`config.mk`:
```
export PLATFORM = sky130hd
export DESIGN_NAME = aes_round_sequencer
export DESIGN_NICKNAME = d
export VERILOG_FILES = /design/src/rtl/aes_round_sequencer.sv
export SDC_FILE = /design/constraint.sdc
export NUM_CORES = 1
export LEC_CHECK = 0
export CAP_MARGIN = 10
export CORE_AREA = 3 3 351 353
export CTS_BUF_LIST = sky130_fd_sc_hd__clkbuf_16
export DETAILED_ROUTE_END_ITERATION = 6
export DIE_AREA = 0 0 354 356
export GPL_ROUTABILITY_DRIVEN = 0
export PLACE_DENSITY_LB_ADDON = 0.25
export RECOVER_POWER = 25
export SYNTH_ARGS = -nofsm -noshare
export SYNTH_HDL_FRONTEND = slang
export SYNTH_SLANG_ARGS = --single-unit
```
`constraint.sdc`:
```
create_clock -name clk_i -period 1.8 [get_ports clk_i]
set_input_delay 0.18 -clock clk_i [delete_from_list [all_inputs] [get_ports clk_i]]
set_output_delay 0.18 -clock clk_i [all_outputs]
set_load 0.03 [all_outputs]
```
`src/rtl/aes_round_sequencer.sv`:
```
// ---------------------------------------------------------------------------
// aes_round_sequencer
//
// Iterative AES encryption round controller. Owns the 128-bit cipher state
// and steps through one AES round per clock. The S-box/ShiftRows, MixColumns
// and key schedule are external combinational blocks. This module only
// sequences them and does the AddRoundKey XORs.
//
// Sequence for one block:
//   IDLE  : accept plaintext, state <= pt ^ key[0]
//   ROUND : rounds 1..NR-1 use the MixColumns result, and round NR bypasses
//           MixColumns (final AES round)
//   DONE  : ciphertext presented until downstream takes it
//
// Optional feature (compile-time macro AES_SEQ_BACK2BACK_EN):
//   defined   : DONE can hand off its ciphertext and load the next plaintext
//               in the same cycle. Sustained rate is one block per NR+1 cycles.
//   undefined : a new block is only accepted in IDLE. Sustained rate is one
//               block per NR+2 cycles.
//
// Parameters
//   NR      number of rounds (10/12/14 for AES-128/192/256)
//   KIDX_W  width of the round-key index (must be able to hold NR)
//
// Ports
//   clk_i            rising-edge clock
//   rst_i            synchronous active-high reset
//   inValid_i        plaintext valid
//   inReady_o        plaintext accepted this cycle when high together with inValid_i
//   inData_i         plaintext, byte 0 at [127:120]
//   roundKeyIdx_o    round-key index requested this cycle (0..NR)
//   roundKey_i       round key for roundKeyIdx_o, same cycle
//   subInState_o     state to SubBytes+ShiftRows (always the state register)
//   subOutState_i    SubBytes+ShiftRows result
//   mixInState_o     SubBytes+ShiftRows result forwarded to MixColumns
//   mixOutState_i    MixColumns result
//   outValid_o       ciphertext valid, held until accepted
//   outReady_i       downstream accepts ciphertext
//   outData_o        ciphertext (the state register)
//   dbgState_o       FSM state (0 IDLE, 1 ROUND, 2 DONE)
//   dbgRoundCnt_o    current round counter
//
// Handshake rule for both ports: a transfer happens on a rising edge where
// valid and ready are both high. A valid source keeps its data stable until
// that edge. outValid_o does not depend on outReady_i.
// ---------------------------------------------------------------------------
module aes_round_sequencer #(
    parameter int NR     = 14,
    parameter int KIDX_W = 4
) (
    input  logic              clk_i,
    input  logic              rst_i,
    input  logic              inValid_i,
    output logic              inReady_o,
    input  logic [127:0]      inData_i,
    output logic [KIDX_W-1:0] roundKeyIdx_o,
    input  logic [127:0]      roundKey_i,
    output logic [127:0]      subInState_o,
    input  logic [127:0]      subOutState_i,
    output logic [127:0]      mixInState_o,
    input  logic [127:0]      mixOutState_i,
    output logic              outValid_o,
    input  logic              outReady_i,
    output logic [127:0]      outData_o,
    output logic [1:0]        dbgState_o,
    output logic [KIDX_W-1:0] dbgRoundCnt_o
);

    typedef enum logic [1:0] {
        ST_IDLE  = 2'd0,
        ST_ROUND = 2'd1,
        ST_DONE  = 2'd2
    } state_e;

    localparam logic [KIDX_W-1:0] NR_K  = KIDX_W'(NR);
    localparam logic [KIDX_W-1:0] ONE_K = KIDX_W'(1);

    state_e              state_q, state_d;
    logic [KIDX_W-1:0]   round_cnt_q, round_cnt_d;
    logic [127:0]        state_reg_q, state_reg_d;

    logic                in_ready;
    logic                out_valid;
    logic                load;
    logic [KIDX_W-1:0]   key_idx;

    // -----------------------------------------------------------------------
    // State registers
    // -----------------------------------------------------------------------
    always_ff @(posedge clk_i) begin
        if (rst_i) begin
            state_q     <= ST_IDLE;
            round_cnt_q <= '0;
            state_reg_q <= '0;
        end else begin
            state_q     <= state_d;
            round_cnt_q <= round_cnt_d;
            state_reg_q <= state_reg_d;
        end
    end

    // -----------------------------------------------------------------------
    // Next-state and output decode
    // -----------------------------------------------------------------------
    always_comb begin
        state_d     = state_q;
        round_cnt_d = round_cnt_q;
        state_reg_d = state_reg_q;
        in_ready    = 1'b0;
        out_valid   = 1'b0;
        load        = 1'b0;
        key_idx     = '0;

        case (state_q)
            ST_IDLE: begin
                in_ready = 1'b1;
                load     = inValid_i;
            end

            ST_ROUND: begin
                key_idx = round_cnt_q;
                if (round_cnt_q < NR_K) begin
                    state_reg_d = mixOutState_i ^ roundKey_i;
                    round_cnt_d = round_cnt_q + ONE_K;
                end else begin
                    // Final round: the MixColumns result is skipped.
                    state_reg_d = subOutState_i ^ roundKey_i;
                    state_d     = ST_DONE;
                end
            end

            ST_DONE: begin
                out_valid = 1'b1;
`ifdef AES_SEQ_BACK2BACK_EN
                // A new block can only enter when the current ciphertext
                // leaves, because both share the state register.
                in_ready = outReady_i;
                if (outReady_i) begin
                    if (inValid_i) begin
                        load = 1'b1;
                    end else begin
                        state_d     = ST_IDLE;
                        round_cnt_d = '0;
                    end
                end
`else
                if (outReady_i) begin
                    state_d     = ST_IDLE;
                    round_cnt_d = '0;
                end
`endif
            end

            default: begin
                state_d     = ST_IDLE;
                round_cnt_d = '0;
            end
        endcase

        // Initial AddRoundKey. roundKeyIdx_o is 0 in every state that can load.
        if (load) begin
            state_reg_d = inData_i ^ roundKey_i;
            round_cnt_d = ONE_K;
            state_d     = ST_ROUND;
        end
    end

    // -----------------------------------------------------------------------
    // Outputs
    // -----------------------------------------------------------------------
    // inReady_o is held low during the reset cycle so that nothing looks accepted.
    assign inReady_o     = in_ready & ~rst_i;
    assign outValid_o    = out_valid;
    assign roundKeyIdx_o = key_idx;
    assign subInState_o  = state_reg_q;
    assign mixInState_o  = subOutState_i;
    assign outData_o     = state_reg_q;
    assign dbgState_o    = state_q;
    assign dbgRoundCnt_o = round_cnt_q;

endmodule
```
==> run_1/metal_density.png <==
The bar under the picture is 100 µm long. 35 x 36 tiles, from dark purple (low) to yellow (high), scaled to the fullest tile. Values are wire area over tile area, all layers added.
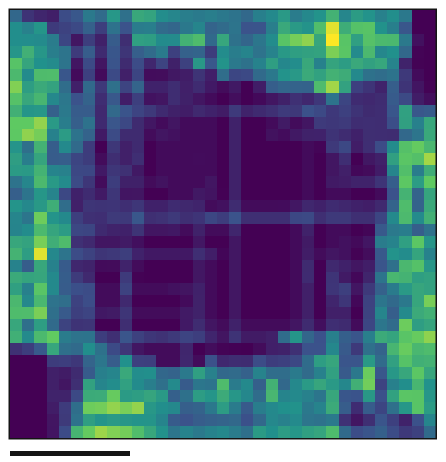
13% of the tiles are nearly empty. The fullest tile reaches 0.43. The densest ninth of the die: south-east. The mean over all tiles is 0.12. The emptiest ninth of the die: center. 20% of the tiles are over half the peak.
average wire per standard cell: 23.78 µm
Routed WL: 92.87 mm

==> run_1/placement.png <==
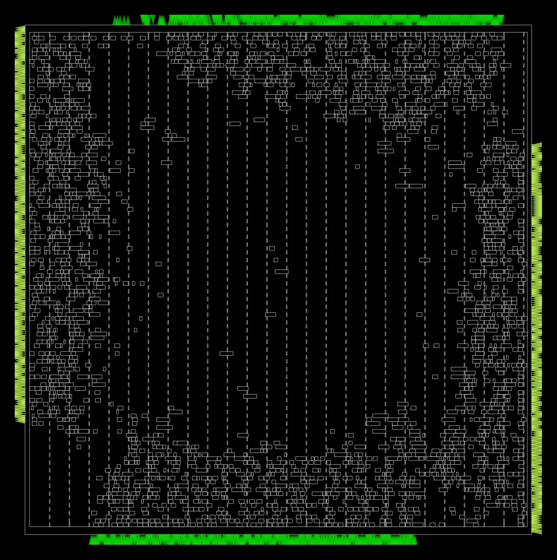
Site Rows: 127
Finished Layout Cells: 3905
Final Util: 19.96%
n_taps: 1612
flop count: 134

==> run_1/layer_met4.png <==
The bar under the picture is 100 µm long. Supply wires on this layer in gray.
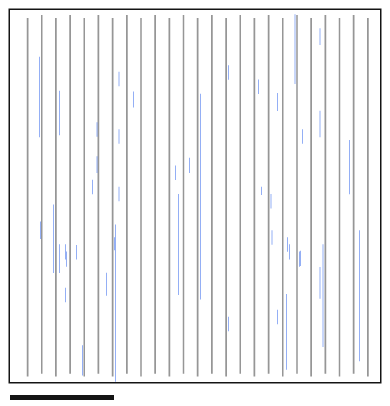
39 nets have wire on it. The layer holds 1.7% of the routed length. The wires run mostly vertical. The longest straight run is 197 µm. The layer carries 1580 µm of wire.
number of vias in the routed layout: 15050

==> impl_metrics.tcl, run 1 <==
# yosys + openroad results
set metrics [dict create \
    numCtsBuffers 17 \
    path_class "flop to flop" \
    cts_htree_levels 4 \
    grt_usage_pct 13.65 \
    status "finished with violations" \
    crit_chain "buf_6, nor3b_4, buf_12, clkbuf_16, clkbuf_16, a21oi_2, a2111o_1, nand3_1" \
    placed_area_mm2 0.02247 \
    cp_common_cell "clkbuf_16" \
    nets 2794 \
    pwr-share-comb_pct 44.0 \
    area_growth_syn_to_layout_pct 115.9 \
    nClkBuffers 17 \
    cts_root_buf "clkbuf_16" \
    seq_power_uw 3630 \
    cp_data_arrival_time_ps 2280 \
    grt_antenna_before_repair 38 \
    cp_slowest_stage_delay_ps 370 \
    violations "setup timing" \
    setup_violations 59 \
    top_logic_kind "AND-OR/OR-AND gates" \
    post-route-period-util_pct 102.9 \
    lay_top_cells "clkdlybuf4s50_1, dlygate4sd2_1, buf_4" \
    busiest_layer "met2" \
    inv_count 2 \
    layout_setup_ws_ps -52.84 \
    rsz0062_at_grt "yes" \
    skew_ps 17.16 \
    pg_comb_uw 6400 \
    nonClkBufAreaFrac_pct 49.54 \
    cts_resized 254 \
    setup_tns_ps -911.1 \
    io_buffer_count 911 \
    chipArea_mm2 0.1260 \
]
## run 1: path summary, 6_finish.rpt
path / start / to / slack (ps) / cells after the start
min reg2reg: outData_o[30]$_SDFFE_PP0P_ / outData_o[30]$_SDFFE_PP0P_ / 520 / 2
min: roundKey_i[114] / outData_o[114]$_SDFFE_PP0P_ / 330 / 3
max reg2reg: dbgState_o[0]$_SDFFE_PP0P_ / outData_o[72]$_SDFFE_PP0P_ / -50 / 8
max: dbgState_o[0]$_SDFFE_PP0P_ / outData_o[72]$_SDFFE_PP0P_ / -50 / 8
## run 1: sequential cells by signal, indices dropped and copies added, names as in the netlist
name           flops
outData_o        128
dbgRoundCnt_o      4
dbgState_o         2
==> run 2: changes to the inputs <==
--- a/config.mk
+++ b/config.mk
@@ -10,9 +10,9 @@
 export CTS_BUF_LIST = sky130_fd_sc_hd__clkbuf_16
 export DETAILED_ROUTE_END_ITERATION = 6
 export DIE_AREA = 0 0 354 356
-export GPL_ROUTABILITY_DRIVEN = 0
 export PLACE_DENSITY_LB_ADDON = 0.25
 export RECOVER_POWER = 25
+export SETUP_SLACK_MARGIN = 0.05
 export SYNTH_ARGS = -nofsm -noshare
 export SYNTH_HDL_FRONTEND = slang
 export SYNTH_SLANG_ARGS = --single-unit
==> constraint.sdc (replaced) <==
create_clock -name clk_i -period 1.8 [get_ports clk_i]
set_input_delay 0.36 -clock clk_i [delete_from_list [all_inputs] [get_ports clk_i]]
set_output_delay 0.36 -clock clk_i [all_outputs]
set_load 0.03 [all_outputs]
==> run_2/flops_by_reg.png <==
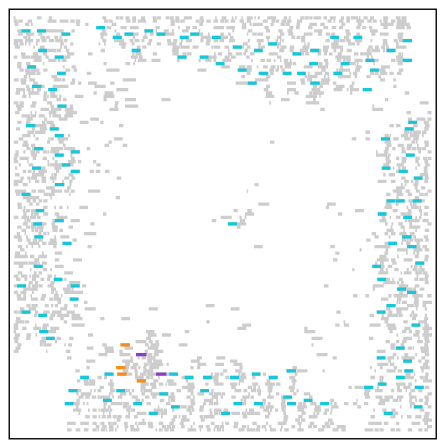
outData_o: drawn in cyan, placed flops 128, where spread over the die. dbgRoundCnt_o: drawn in orange, placed flops 4, where south-west. dbgState_o: drawn in purple, placed flops 2.

==> impl_metrics.tcl, run 2 <==
# yosys + openroad results
set metrics [dict create \
    status "finished with violations" \
    layout_setup_ws_ps -61.66 \
    skew_ps 32.77 \
    nets 2765 \
    flop-count 134 \
    crit_chain "clkdlybuf4s50_1, nor3b_4, buf_6, buf_6, buf_12, clkbuf_16, buf_12, a21oi_1, a2111o_1, nand3_1" \
    inv_count 2 \
    rsz0062_at_grt "yes" \
    busiest_layer "met2" \
    whs_endpoint "outData_o[113]$_SDFFE_PP0P_" \
    worstHoldPathCells 3 \
    setup_violations 37 \
    violations "setup timing" \
    tap_cells 1612 \
    rr_worst_depth 10 \
    cp.depth 10 \
    lay_top_cells "clkdlybuf4s50_1, buf_4, a32oi_1" \
    nClkBuffers 17 \
    wire_per_inst_um 25.39 \
    path_class "primary input to flop" \
    top_logic_kind "AND-OR/OR-AND gates" \
    r2r_slack_ps -50 \
    rows 127 \
    cts_htree_levels 4 \
    hp-start "roundKey_i[113]" \
    io_buffer_count 911 \
    crit_start "inValid_i" \
    endpoint "outData_o[85]$_SDFFE_PP0P_" \
    cts_resized 446 \
    timing.rr.end "outData_o[85]$_SDFFE_PP0P_" \
    final_core_util_pct 19.62 \
    setup_tns_ps -904.8 \
]
==> run 2: cell counts after synthesis <==
No cell type changed its count.
==> run 2: power by group through the flow <==
stage / sequential, µW / clock, µW / combinational (µW)
2_1_floorplan: 4130 / 0 / 2590
3_3_place_gp: 3730 / 0 / 6610
3_5_place_dp: 3720 / 0 / 6590
4_1_cts: 3650 / 4370 / 6450
5_1_grt: 3690 / 4440 / 6920
6_report: 3640 / 4110 / 6560
==> run 2: per-stage QoR <==
| step | area, µm² | hold slack (ps) |
|---|---|---|
| final | 23570 | 496.9 |
| after global routing | 23560 | 461.6 |
| after CTS | 22860 | 417.9 |
| after detailed placement | 22010 | 508.0 |
| after global placement | 22010 | 503.3 |
| after floorplan | 11120 | 425.0 |
==> run 3: changes to the inputs <==
--- a/config.mk
+++ b/config.mk
@@ -13,6 +13,7 @@
 export PLACE_DENSITY_LB_ADDON = 0.25
 export RECOVER_POWER = 25
 export SETUP_SLACK_MARGIN = 0.05
+export SLEW_MARGIN = 40
 export SYNTH_ARGS = -nofsm -noshare
 export SYNTH_HDL_FRONTEND = slang
 export SYNTH_SLANG_ARGS = --single-unit
==> run_3/layer_met4.png <==
The bar under the picture is 100 µm long. Supply wires on this layer in gray.
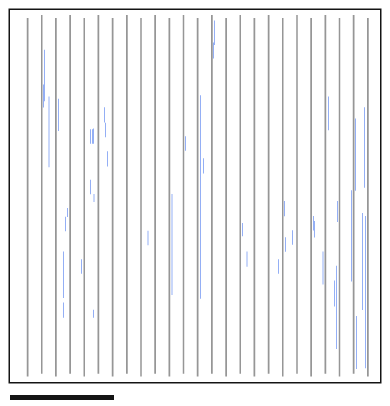
Routed WL: 98.38 mm
number of vias in the routed layout: 15180

==> impl_metrics.tcl, run 3 <==
# yosys + openroad results
set metrics [dict create \
    nets 2765 \
    rows 127 \
    power_leader "combinational cells" \
    nClkBuffers 17 \
    worstHoldPathCells 3 \
    setup_violations 37 \
    tap_cells 1612 \
    status "finished with violations" \
    post-route-period-util_pct 103.4 \
    cts_htree_levels 4 \
    seq_power_uw 3640 \
    io_buffer_count 911 \
    cp_data_arrival_time_ps 2290 \
    layout.cells.non_filler 3875 \
    placed_area_mm2 0.02201 \
    cts_resized 446 \
    rsz0062_at_grt "yes" \
    violations "setup timing" \
    wire_per_inst_um 25.39 \
    r2r_slack_ps -50 \
    flop-count 134 \
    grt_antenna_before_repair 46 \
    area_growth_syn_to_layout_pct 112.2 \
    busiest_layer "met2" \
    cp_slowest_stage_delay_ps 570 \
    numCtsBuffers 17 \
    top_logic_kind "AND-OR/OR-AND gates" \
    rr_worst_depth 10 \
    whs_endpoint "outData_o[113]$_SDFFE_PP0P_" \
    layout_setup_ws_ps -61.66 \
    crit_chain "clkdlybuf4s50_1, nor3b_4, buf_6, buf_6, buf_12, clkbuf_16, buf_12, a21oi_1, a2111o_1, nand3_1" \
    cts_root_buf "clkbuf_16" \
    timing.rr.end "outData_o[85]$_SDFFE_PP0P_" \
]
## run 3: cell counts after synthesis
No cell type changed its count.
## run 3: worst max-delay path by stage
| stage | start | to | slack [ps] | depth (start not counted) |
|---|---|---|---|---|
| finish | inValid_i | outData_o[85]$_SDFFE_PP0P_ | -60 | 10 |
| global route | dbgState_o[1]$_SDFFE_PP0P_ | outData_o[85]$_SDFFE_PP0P_ | -130 | 10 |
| CTS | dbgState_o[1]$_SDFFE_PP0P_ | outData_o[19]$_SDFFE_PP0P_ | -110 | 7 |
| detailed placement | inValid_i | outData_o[63]$_SDFFE_PP0P_ | -620 | 7 |
| global placement | inValid_i | outData_o[42]$_SDFFE_PP0P_ | -590 | 7 |
| floorplan | dbgRoundCnt_o[2]$_SDFFE_PP0P_ | outData_o[72]$_SDFFE_PP0P_ | 50 | 7 |
Power and IR drop assume default switching activity.
